==> run_1/m3.png <==
Scale: 4 px per um.
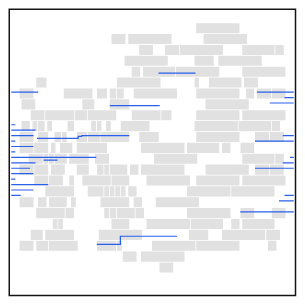
==> run_1/layers.png <==
Scale: 6 px per um.
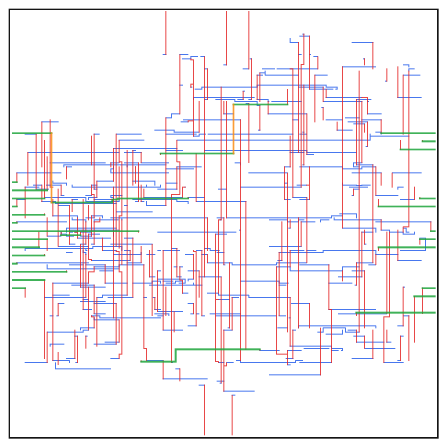
==> run_1/m2.png <==
Scale: 4 px per um.
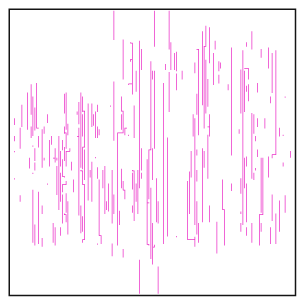
===== config.mk =====
export PLATFORM = sky130hd
export DESIGN_NAME = fpga_send
export DESIGN_NICKNAME = d
export VERILOG_FILES = /design/src/rtl/fpga_send.sv
export SDC_FILE = /design/constraint.sdc
export NUM_CORES = 1
export LEC_CHECK = 0
export CAP_MARGIN = 10
export CORE_MARGIN = 2
export CORE_UTILIZATION = 40
export DETAILED_ROUTE_END_ITERATION = 6
export GPL_TIMING_DRIVEN = 0
export PLACE_DENSITY = 0.73
export SYNTH_ARGS = -nofsm -noshare
export SYNTH_HDL_FRONTEND = slang
export SYNTH_SLANG_ARGS = --single-unit

===== constraint.sdc =====
create_clock -name pi_clk -period 2.8 [get_ports pi_clk]
set_clock_uncertainty 0.2 [all_clocks]
set_input_delay 0.42 -clock pi_clk [delete_from_list [all_inputs] [get_ports pi_clk]]
set_output_delay 0.42 -clock pi_clk [all_outputs]
set_load 0.02 [all_outputs]

===== src/rtl/fpga_send.sv =====
// fpga_send: buffers bytes from an internal producer and hands them to a
// Raspberry Pi one at a time over a GPIO byte bus, framed by send_start.
// Reset is synchronous and active-high even though the port is named rst_n.
module fpga_send #(
  parameter int unsigned DEPTH  = 4,
  parameter int unsigned DATA_W = 8
) (
  input  logic              pi_clk,
  input  logic              rst_n,
  input  logic              load_valid,
  input  logic [DATA_W-1:0] load_data,
  output logic              load_ready,
  input  logic              send_start,
  input  logic              pi_read,
  output logic [DATA_W-1:0] gpio_pin,
  output logic              tx_valid,
  output logic              frame_done,
  output logic              busy,
  output logic [5:0]        LED
);

  localparam int unsigned PtrW = $clog2(DEPTH);
  localparam int unsigned CntW = $clog2(DEPTH) + 1;

  typedef enum logic [1:0] {
    StIdle = 2'd0,
    StSend = 2'd1,
    StDone = 2'd2
  } state_e;

  state_e            state_q, state_d;
  logic [PtrW-1:0]   rd_ptr_q, rd_ptr_d;
  logic [PtrW-1:0]   wr_ptr_q, wr_ptr_d;
  logic [CntW-1:0]   count_q, count_d;
  logic              drop_q, drop_d;
  logic [DATA_W-1:0] mem_q [DEPTH];
  logic              accept;
  logic              consume;
  logic [2:0]        led_cnt;

  // Next-state, pointer/count bookkeeping and the GPIO-facing outputs.
  always_comb begin
    state_d    = state_q;
    rd_ptr_d   = rd_ptr_q;
    wr_ptr_d   = wr_ptr_q;
    drop_d     = drop_q;
    consume    = 1'b0;
    tx_valid   = 1'b0;
    gpio_pin   = '0;
    frame_done = 1'b0;
    load_ready = (state_q == StIdle) && (count_q < CntW'(DEPTH));
    accept     = load_valid && load_ready;

    if (accept) begin
      wr_ptr_d = wr_ptr_q + PtrW'(1);
    end
    // A refused byte is lost; latch that for the debug LED until reset.
    if (load_valid && !load_ready) begin
      drop_d = 1'b1;
    end

    case (state_q)
      StIdle: begin
        // A byte accepted on the same edge as send_start joins the frame.
        if (send_start && ((count_q != '0) || accept)) begin
          state_d = StSend;
        end
      end
      StSend: begin
        tx_valid = 1'b1;
        gpio_pin = mem_q[rd_ptr_q];
        if (pi_read) begin
          consume  = 1'b1;
          rd_ptr_d = rd_ptr_q + PtrW'(1);
          if (count_q == CntW'(1)) begin
            state_d = StDone;
          end
        end
      end
      StDone: begin
        frame_done = 1'b1;
        state_d    = StIdle;
      end
      default: begin
        state_d = StIdle;
      end
    endcase

    // Loads only happen in IDLE and reads only in SEND, so never both at once.
    count_d = count_q + CntW'(accept) - CntW'(consume);
  end

  // State, pointers, count and sticky drop flag; reset wins over everything.
  always_ff @(posedge pi_clk) begin
    if (rst_n) begin
      state_q  <= StIdle;
      rd_ptr_q <= '0;
      wr_ptr_q <= '0;
      count_q  <= '0;
      drop_q   <= 1'b0;
    end else begin
      state_q  <= state_d;
      rd_ptr_q <= rd_ptr_d;
      wr_ptr_q <= wr_ptr_d;
      count_q  <= count_d;
      drop_q   <= drop_d;
    end
  end

  // Byte storage; contents need no reset since count gates every read.
  always_ff @(posedge pi_clk) begin
    if (!rst_n && accept) begin
      mem_q[wr_ptr_q] <= load_data;
    end
  end

  // Debug count on the LEDs saturates at 7 when the counter is wider than 3 bits.
  if (CntW > 3) begin : g_led_sat
    assign led_cnt = (count_q > CntW'(7)) ? 3'd7 : count_q[2:0];
  end else begin : g_led_ext
    assign led_cnt = 3'(count_q);
  end

  assign busy = (state_q != StIdle);
  assign LED  = {drop_q, state_q, led_cnt};

endmodule


==> flow_summary.json, run 1 <==
{
  "synth-edff-count": 32,
  "grt.overflow.total": 0,
  "synth_chip_area_um2": 1810,
  "cts_tree": "built",
  "drc": 0,
  "leakagePower_nw": 0.778,
  "yosys-top-cells-count": "edfxtp_1 (32), dfxtp_1 (12), nor2b_1 (10), mux4_2 (8), nor2_1 (8)",
  "synth_cell_types": 29,
  "async_flop_share_pct": 0,
  "worst_slew_pin_slew_ps": 426,
  "fin_crit_sh_pct": 94.3,
  "clk_latency_ps": 290,
  "drive_gt1_share_pct": 15.0,
  "path_class": "reg -> out",
  "topCellsByArea": "edfxtp_1 (53%), dfxtp_1 (13%), mux4_2 (10%), ha_1 (3.5%), nor2b_1 (3.5%)",
  "chipArea_um2": 5070,
  "io_buffers": 30,
  "diodes": 0,
  "clkTransAtPathRegs_ps": 70,
  "status": "finished, final reports clean",
  "fmax_ghz": 0.379,
  "cp.arrival_ps": 2020,
  "p_per_area_nw_per_um2": 779,
  "core.rowCount": 24,
  "grt_max_degree": 14,
  "synth_cells": 116,
  "cp-start-kind": "flop",
  "rr_startpoint": "state_q[1]",
  "finalCriticalPeriod_ps": 2640,
  "cts_hold_buf": 0,
  "seq_area_frac_synth_pct": 66.5,
  "design_area_um2": 2280,
  "top_area_share_pct": 53.2,
  "register_area_um2": 1200,
  "relSlewSlack_pct": 71.2,
  "rsz0062_at_grt": "false",
  "tool_warnings": 29,
  "antenna_found_initial": 0,
  "crit_fanout": 8,
  "nNetsFinal": 171,
  "synth_warnings": 0,
  "ys_ff": 44,
  "yosysMostFrequentCell": "edfxtp_1",
  "grt_first_pass_wirelength_um": 5300,
  "die_h_um": 71.2,
  "hold_viol_final": 0,
  "hpwl_um": 2080,
  "end_kind": "primary output",
  "syn2layout_area_growth_pct": 26.3,
  "synth_area_leader_cell": "edfxtp_1",
  "required_ps": 2180,
  "num_io_pins": 31,
  "max-vdd-ir-drop_mv": 0.472,
  "post_cts_resized": 1,
  "core_area_um2": 4350,
  "ant_nets": 0,
  "place_area_um2": 2170,
  "place_congestion": 0.784,
  "cts_buffers": 5,
  "grt_pass1_vias": 1111
}
Notes on m3.png above:
- main direction: horizontal
- longest straight run: 20.9 um
- nets with wire on the layer: 28

Notes on layers.png above:
- M3: green (wire length 207 um)
- M1: blue (wire length 1,270 um)
- M4: orange (wire length 19.7 um)
- M2: red (wire length 1,520 um)
Vias: 1,008
Avg WL per Cell: 14.7 um
drt total wl: 3010 um
Total GRT Usage: 13.9%

Notes on m2.png above:
- main direction: vertical
- wire length on this layer: 1,520 um
- longest straight run: 43.5 um
- share of all routed wire: 50%

## run 1: critical path, stage by stage (launching register included)
cell and delay (ps):
dfxtp_1 310, clkbuf_4 230, mux4_2 510, nor2b_1 140, clkdlybuf4s50_1 540
## run 1: stage by stage
stage | total power [mW] | setup slack, ps
after detailed placement | 1.33 | 223
after global placement | 1.31 | 236
after global routing | 1.87 | 56.5
final | 1.78 | 159
after CTS | 1.80 | 43.1
after floorplan | 1.12 | 718
## run 1: flip-flops by register name, indices dropped and copies added (netlist names), named ones only
signal	count
rd_ptr_q	2
state_q	2
drop_q	1
mem_q	32
wr_ptr_q	2
count_q	3
## run 1: cells in the final DEF, fill, tap and decap left out, types with 2 or more instances in the layout
| master | count |
|---|---|
| edfxtp_1 | 32 |
| clkdlybuf4s50_1 | 30 |
| dfxtp_1 | 11 |
| nor2b_1 | 10 |
| mux4_2 | 8 |
| nor2_1 | 8 |
| inv_1 | 6 |
| nand2_1 | 5 |
| ha_1 | 5 |
| clkbuf_8 | 5 |
| and2_1 | 4 |
| a21oi_1 | 3 |
| clkbuf_1 | 2 |
| xor2_1 | 2 |
| xnor2_1 | 2 |
## run 1: kinds of logic after synthesis
logic type | count (synthesis) | synth area share [%]
multiplexers | 8 | 9.98
adder cells (fa/ha/maj) | 6 | 4.57
flip-flops | 44 | 66.5
buffers and inverters | 11 | 2.56
AND/OR/NAND/NOR | 38 | 12.6
AND-OR/OR-AND | 5 | 1.80
XOR/XNOR | 4 | 1.94
## run 1: layer usage
layer | routed length, um | up-vias | global-route usage, %
li1 | - | 492 | -
met5 | 0 | - | 0
met1 | 1270 | 478 | 15.6
met2 | 1520 | 34 | 23.7
met4 | 19 | 0 | 5.66
met3 | 207 | 4 | 5.41
## run 1: area by class of cell
cell class	count	area share, %
Sequential cell	44	52.7
Multi-Input combinational cell	61	24.5
Timing Repair Buffer	30	13.2
Clock buffer	6	3.18
Tap cell	52	2.85
Clock inverter	2	1.54
Buffer	4	1.04
Inverter	6	0.988
## run 1: worst paths after layout
kind	to	slack, ps	cells after the start
hold / removal	drop_q	300	2
hold reg to reg	drop_q	300	2
setup / recovery	gpio_pin[0]	160	4
setup reg to reg	count_q[1]	680	5
## run 1: power by group
group,internal (mW),switching (mW)
Combinational,0.258,0.242
Clock,0.265,0.199
Sequential,0.759,0.0531
Total,1.28,0.495
==> run_1/clock_nets.png <==
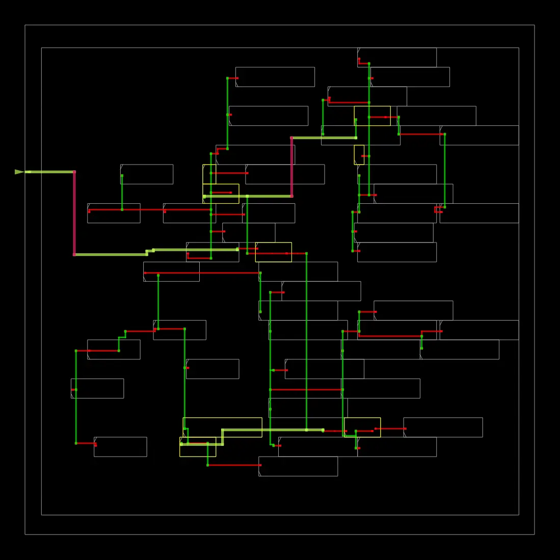

--- run 2 (diff from run 1) ---
GPL_ROUTABILITY_DRIVEN = 0   (was default)
RECOVER_POWER = 100   (was default)
==> run_2/clock_nets.png <==
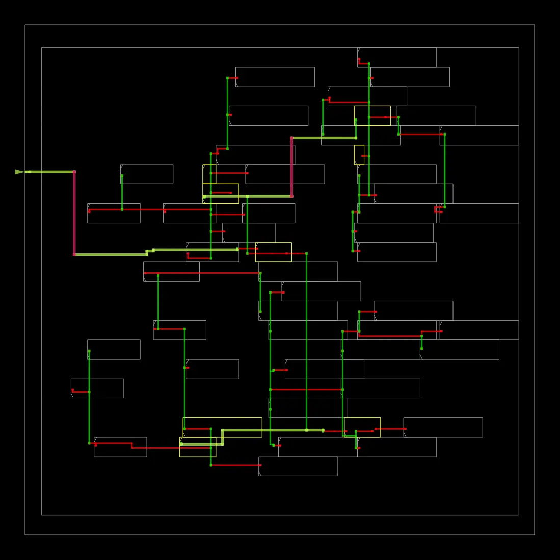
Flop Count: 44
Worst-Skew Late Latency: 290 ps
Sink Count: 44
Clk power: 0.463 mW
# clk buffers: 6

==> run_2/m3.png <==
Scale: 4 px per um.
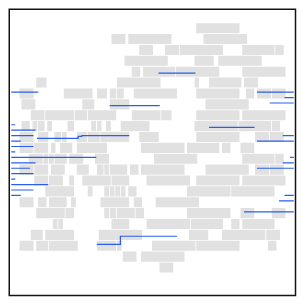
- main direction: horizontal
- wire length on this layer: 215 um
- nets with wire on the layer: 28
- longest straight run: 20.9 um
- share of all routed wire: 7.1%

==> run 2 against run 1 <==
  * Final area decreased by 0.49%
  * Synthesized area unchanged
  * Via count decreased by 0.30%
  * Sequential power about the same
  * Critical path type unchanged
  * Critical path depth unchanged
  * Combinational power decreased by 5.2%
  * Final cell count unchanged
  * Clock power about the same
  * Synthesized cell count unchanged
  * Sequential share of layout area increased by 0.26 points
  * Non-clock buffer count unchanged
  * Worst setup slack about the same
==> flow_summary.json, run 2 <==
{
  "grt_first_pass_wirelength_um": 5300,
  "yosysMostFrequentCell": "edfxtp_1",
  "io_buffers": 30,
  "synth_chip_area_um2": 1810,
  "synth_warnings": 0,
  "diodes": 0,
  "core.rowCount": 24,
  "num_vias": 1005,
  "path_class": "reg -> out",
  "register_area_um2": 1200,
  "nNetsFinal": 171,
  "top_register": "mem_q",
  "top_area_share_pct": 53.2,
  "leakagePower_nw": 0.797,
  "worst_slew_pin_slew_ps": 615,
  "antenna_found_initial": 0,
  "required_ps": 2180,
  "cts_buffers": 5,
  "rsz0062_at_grt": "false",
  "slowest_delay_ps": 540,
  "syn2layout_area_growth_pct": 25.6,
  "tool_warnings": 29,
  "chipArea_um2": 5070,
  "grt_pass1_vias": 1111,
  "drc": 0,
  "end_kind": "primary output",
  "yosys-top-cells-count": "edfxtp_1 (32), dfxtp_1 (12), nor2b_1 (10), mux4_2 (8), nor2_1 (8)",
  "cts_tree": "built",
  "critPathBufInv": 2,
  "crit_chain": "clkbuf_4 > mux4_2 > nor2b_1 > clkdlybuf4s50_1",
  "core_area_um2": 4350,
  "hold_viol_final": 0,
  "die_h_um": 71.2,
  "drive_gt1_share_pct": 13.7,
  "fmax_ghz": 0.379,
  "relSlewSlack_pct": 59.0,
  "ys_cells": 116,
  "p_per_area_nw_per_um2": 771,
  "synth_cells": 116,
  "async_flop_share_pct": 0,
  "r2r_setup_slack_ps": 490,
  "num_io_pins": 31,
  "topCellsByArea": "edfxtp_1 (53%), dfxtp_1 (13%), mux4_2 (10%), ha_1 (3.5%), nor2b_1 (3.5%)",
  "cp-start-kind": "flop",
  "finalCriticalPeriod_ps": 2640,
  "p_total_mw": 1.75,
  "ant_nets": 0,
  "synth-edff-count": 32,
  "whs_path_depth": 2,
  "holdPathEnd": "drop_q",
  "clkTransAtPathRegs_ps": 70,
  "max-vdd-ir-drop_mv": 0.458,
  "critPathTopFamily": "buffers and inverters",
  "tns_ps": 0,
  "fin_crit_sh_pct": 94.3,
  "crit_fanout": 8,
  "reg2reg_to": "mem_q[0][7]",
  "status": "finished, final reports clean",
  "largest_reg_flops": 32,
  "synth_cell_types": 29,
  "wl_per_cell_um": 14.7
}
-- run 2: cell counts after synthesis --
Identical to the previous run, type by type.
-- run 2: repair_timing --
action / 4_1_cts / 5_1_grt
hold buffers: 0 / 0
gates resized: 1 / 2
endpoints found under the setup margin: 7 / 8
-- run 2: final cells by class --
cell class	instances	area share, %
repair buffers	30	13.2
clock inverters	2	1.54
plain buffers	4	1.05
inverters	6	0.993
multi-input cells	61	24.1
flip-flops and latches	44	53.0
clock buffers	6	3.20
well taps	52	2.87
-- run 2: worst register-to-register path, delay by kind of cell, from the launching register on --
family	cells	cell delay, ps
simple gates	3	1360
flops	1	390
-- run 2: how the worst max path moves through the flow --
stage                              to  cells after the start       start
after floorplan            count_q[1]                      5  state_q[0]
after global placement     count_q[1]                      6  load_valid
after detailed placement   count_q[1]                      6  load_valid
after CTS                 gpio_pin[0]                      4  state_q[0]
after global routing      gpio_pin[3]                      4  state_q[0]
final                     gpio_pin[0]                      4        flop
-- run 2: cell families (layout without fill, tap and decap cells) --
kind of cell / count (synthesis) / in the layout / synth area share (%)
AOI/OAI and AO/OA: 5 / 5 / 1.80
xor gates and xnor gates: 4 / 4 / 1.94
adders and majority gates: 6 / 6 / 4.57
buffers and inverters: 11 / 48 / 2.56
DFF: 44 / 44 / 66.5
muxes: 8 / 8 / 9.98
and+or+nand+nor: 38 / 38 / 12.6
-- run 2: where the power goes --
group | total (mW) | switching [mW] | internal, mW
combinational | 0.475 | 0.239 | 0.236
clock | 0.463 | 0.199 | 0.265
sequential | 0.810 | 0.0509 | 0.760
total | 1.75 | 0.489 | 1.26
-- run 2: routing by layer --
| layer | track usage, % | share of wire [%] | vias up |
|---|---|---|---|
| li1 | - | - | 493 |
| met1 | 15.6 | 42 | 474 |
| met2 | 23.7 | 50 | 34 |
| met3 | 5.41 | 7.1 | 4 |
| met4 | 5.66 | 0.63 | 0 |
| met5 | 0 | 0 | - |
-- run 2: per-stage QoR --
step	setup WS [ps]	instance area [um^2]	instances	utilization [%]	hold WS, ps
2_1_floorplan	718	1810	116	-	238
3_3_place_gp	236	2170	198	49.9	267
3_5_place_dp	223	2170	198	49.9	278
4_1_cts	43.1	2280	206	52.4	298
5_1_grt	62.6	2270	205	52.1	341
6_report	160	2270	205	52.1	297
==> run_2/layers.png <==
Scale: 6 px per um.
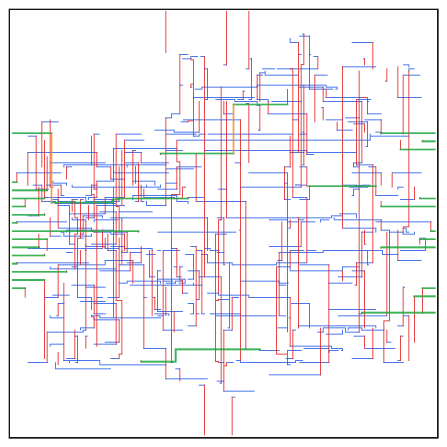

--- run 3 (diff from run 2) ---
CORE_UTILIZATION = 51   (was 40)
PLACE_DENSITY = 0.87   (was 0.73)
==> run_3/layers.png <==
Scale: 6 px per um.
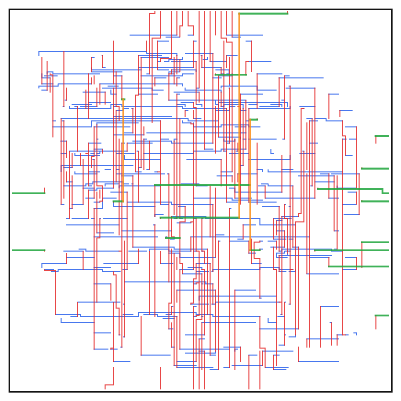
- M4: orange (wire length 72.8 um)
- M2: red (wire length 1,770 um)
- M1: blue (wire length 1,270 um)
- M3: green (wire length 111 um)

==> run_3/m2.png <==
Scale: 4 px per um.
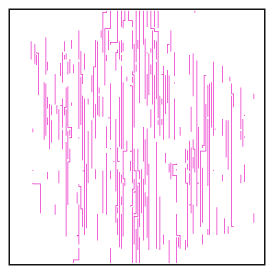
- wire length on this layer: 1,770 um
- longest straight run: 37.7 um
- main direction: vertical
- share of all routed wire: 55%
- nets with wire on the layer: 148

==> run 3 against run 2 <==
  * Synthesized cell count unchanged
  * Largest power group unchanged
  * Fmax down 2.2%
  * Non-clock buffer count unchanged
  * Sequential cell count unchanged
  * First-iteration DRC count down 15%
  * Highest routed layer unchanged
  * Via count up 2.8%
==> flow_summary.json, run 3 <==
{
  "status": "finished, final reports clean",
  "reg2reg_to": "mem_q[2][6]",
  "diodes": 0,
  "avgSynthCellArea_um2": 15.6,
  "seq_area_frac_synth_pct": 66.5,
  "synthAoiAreaFrac_pct": 1.80,
  "drive_gt1_share_pct": 13.1,
  "core.rowCount": 21,
  "ys_ff": 44,
  "fmax_ghz": 0.370,
  "critPathTopFamily": "buffers and inverters",
  "path_class": "reg -> out",
  "top_register": "mem_q",
  "finalCriticalPeriod_ps": 2700,
  "rr_worst_depth": 3,
  "clk_latency_ps": 340,
  "top_area_share_pct": 53.2,
  "cp-start-kind": "flop",
  "seqPwrFrac_pct": 49.0,
  "holdPathEnd": "drop_q",
  "leakagePower_nw": 0.783,
  "hold_viol_final": 0,
  "fin_util_pct": 66.3,
  "relSlewSlack_pct": 55.7,
  "nNetsFinal": 171,
  "num_vias": 1033,
  "synthFlopType": "edfxtp_1",
  "tns_ps": 0,
  "required_ps": 2180,
  "cell_internal_pwr_mw": 1.18,
  "grt_first_pass_wirelength_um": 5420,
  "drc": 0,
  "switching_share_pct": 28.9,
  "yosysMostFrequentCell": "edfxtp_1",
  "reg_top3": "mem_q: 32 flops, count_q: 3 flops",
  "grt_max_degree": 14,
  "core_area_um2": 3360,
  "critPathBufInv": 2,
  "hpwl_um": 2370,
  "routed_wl_um": 3220,
  "adder_share_pct": 4.57,
  "synth_cells": 116,
  "synth-edff-count": 32,
  "io_buffers": 30,
  "num_io_pins": 31,
  "ant_nets": 0,
  "pwr-share-clk_pct": 22.3,
  "ys_top_logic_family": "simple AND/OR/NAND/NOR gates",
  "simple_gate_share_pct": 12.6,
  "xor_area_share_pct": 1.94,
  "synth_chip_area_um2": 1810,
  "antenna_found_initial": 0,
  "max-vdd-ir-drop_mv": 0.524,
  "clkTransAtPathRegs_ps": 120,
  "switchingPower_mw": 0.478,
  "end_kind": "primary output",
  "grt_usage_pct": 18.4,
  "rr_startpoint": "state_q[1]",
  "p_per_area_nw_per_um2": 742,
  "async_flop_share_pct": 0,
  "wl_per_cell_um": 16.2,
  "cts_sinks": 44,
  "ys_cells": 116,
  "cts_buffers": 5,
  "synth_cell_types": 29,
  "most-common-layout-cells": "edfxtp_1 (32), dlygate4sd3_1 (20), dfxtp_1 (11), nor2b_1 (10), clkdlybuf4s50_1 (10)",
  "grt.overflow.total": 0,
  "synthMuxAreaShare_pct": 9.98,
  "p_total_mw": 1.65,
  "rsz0062_at_grt": "false",
  "fin_crit_sh_pct": 96.5,
  "whs_path_depth": 2,
  "topCellsByArea": "edfxtp_1 (53%), dfxtp_1 (13%), mux4_2 (10%), ha_1 (3.5%), nor2b_1 (3.5%)",
  "yosys-top-cells-count": "edfxtp_1 (32), dfxtp_1 (12), nor2b_1 (10), mux4_2 (8), nor2_1 (8)"
}
==> run 3: cell counts after synthesis <==
No cell type changed its count.
==> run 3: worst max path at each step <==
stage | from | endpoint | slack (ps) | cells past startpoint
final | flop | gpio_pin[4] | 100 | 4
after global routing | state_q[1] | gpio_pin[4] | 20 | 4
after CTS | flop | gpio_pin[4] | 0.04 | 4
after detailed placement | load_valid | mem_q[3][2] | 190 | 4
after global placement | load_valid | count_q[1] | 240 | 6
after floorplan | state_q[0] | count_q[1] | 720 | 5
==> run 3: cell families (layout without fill, tap and decap cells) <==
logic type / after synthesis / count (layout)
compound gates: 5 / 5
xor+xnor: 4 / 4
fa+ha+maj: 6 / 6
buf+inv: 11 / 48
flops: 44 / 44
mux: 8 / 8
simple gates: 38 / 38
==> run 3: power by group through the flow <==
stage	Clock (mW)	Sequential [mW]	Combinational, mW
2_1_floorplan	0	0.836	0.286
3_3_place_gp	0	0.817	0.489
3_5_place_dp	0	0.824	0.505
4_1_cts	0.372	0.810	0.508
5_1_grt	0.397	0.823	0.526
6_report	0.370	0.810	0.475
==> run 3: worst reg2reg max path, delay by kind of cell, from the launching register on <==
family	cells	cell delay, ps
AND/OR/NAND/NOR	3	1440
flip-flops	1	410
==> run 3: what timing repair did <==
action,CTS,global route
resized,2,2
buffers inserted,0,0
hold buffers,0,0
setup endpoints to repair,8,9
==> run 3: layout make-up <==
type / instances / area [um^2]
multi-input combinational: 61 / 547
buffer: 4 / 23.8
timing repair buffer: 30 / 300
tap: 46 / 57.6
clock inverter: 3 / 37.5
clock buffer: 5 / 37.5
inverter: 6 / 22.5
sequential: 44 / 1200
fill: 268 / 1130
==> run 3: layer usage <==
metal / routed length (um) / global-route usage, %
met5: 0 / 0
met2: 1770 / 33.2
met1: 1270 / 20.1
met3: 111 / 4.29
met4: 72 / 8.97
==> run 3: metrics by stage <==
stage	hold slack (ps)	cells	cell area, um^2	setup slack [ps]
6_report	294	199	2230	99.0
5_1_grt	351	199	2230	16.9
4_1_cts	298	200	2240	0.0371
3_5_place_dp	267	192	2160	185
3_3_place_gp	258	192	2160	236
2_1_floorplan	238	116	1810	718

==> layout pictures side by side <==
Floorplan with the power grid.
Scale: 6 px per um. Pins as bars on the die edge. Tap cells in grey.
Plate I
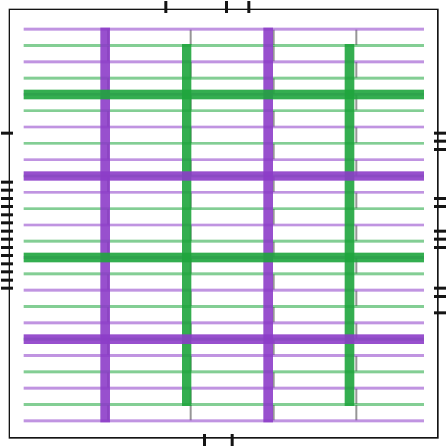
Plate II
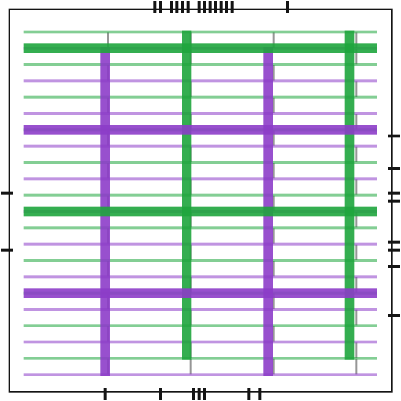
Plate I: run 1
Plate II: run 3
The one with the largest die is Plate I.

Key to Plate I:
- VSS: purple
- VDD: green
- met5 straps: 4
- rows: 24
- tap cells: 52
- signal pins: 31
- met4 straps: 4

No activity file was given, so power comes from the tool's default toggle rates.
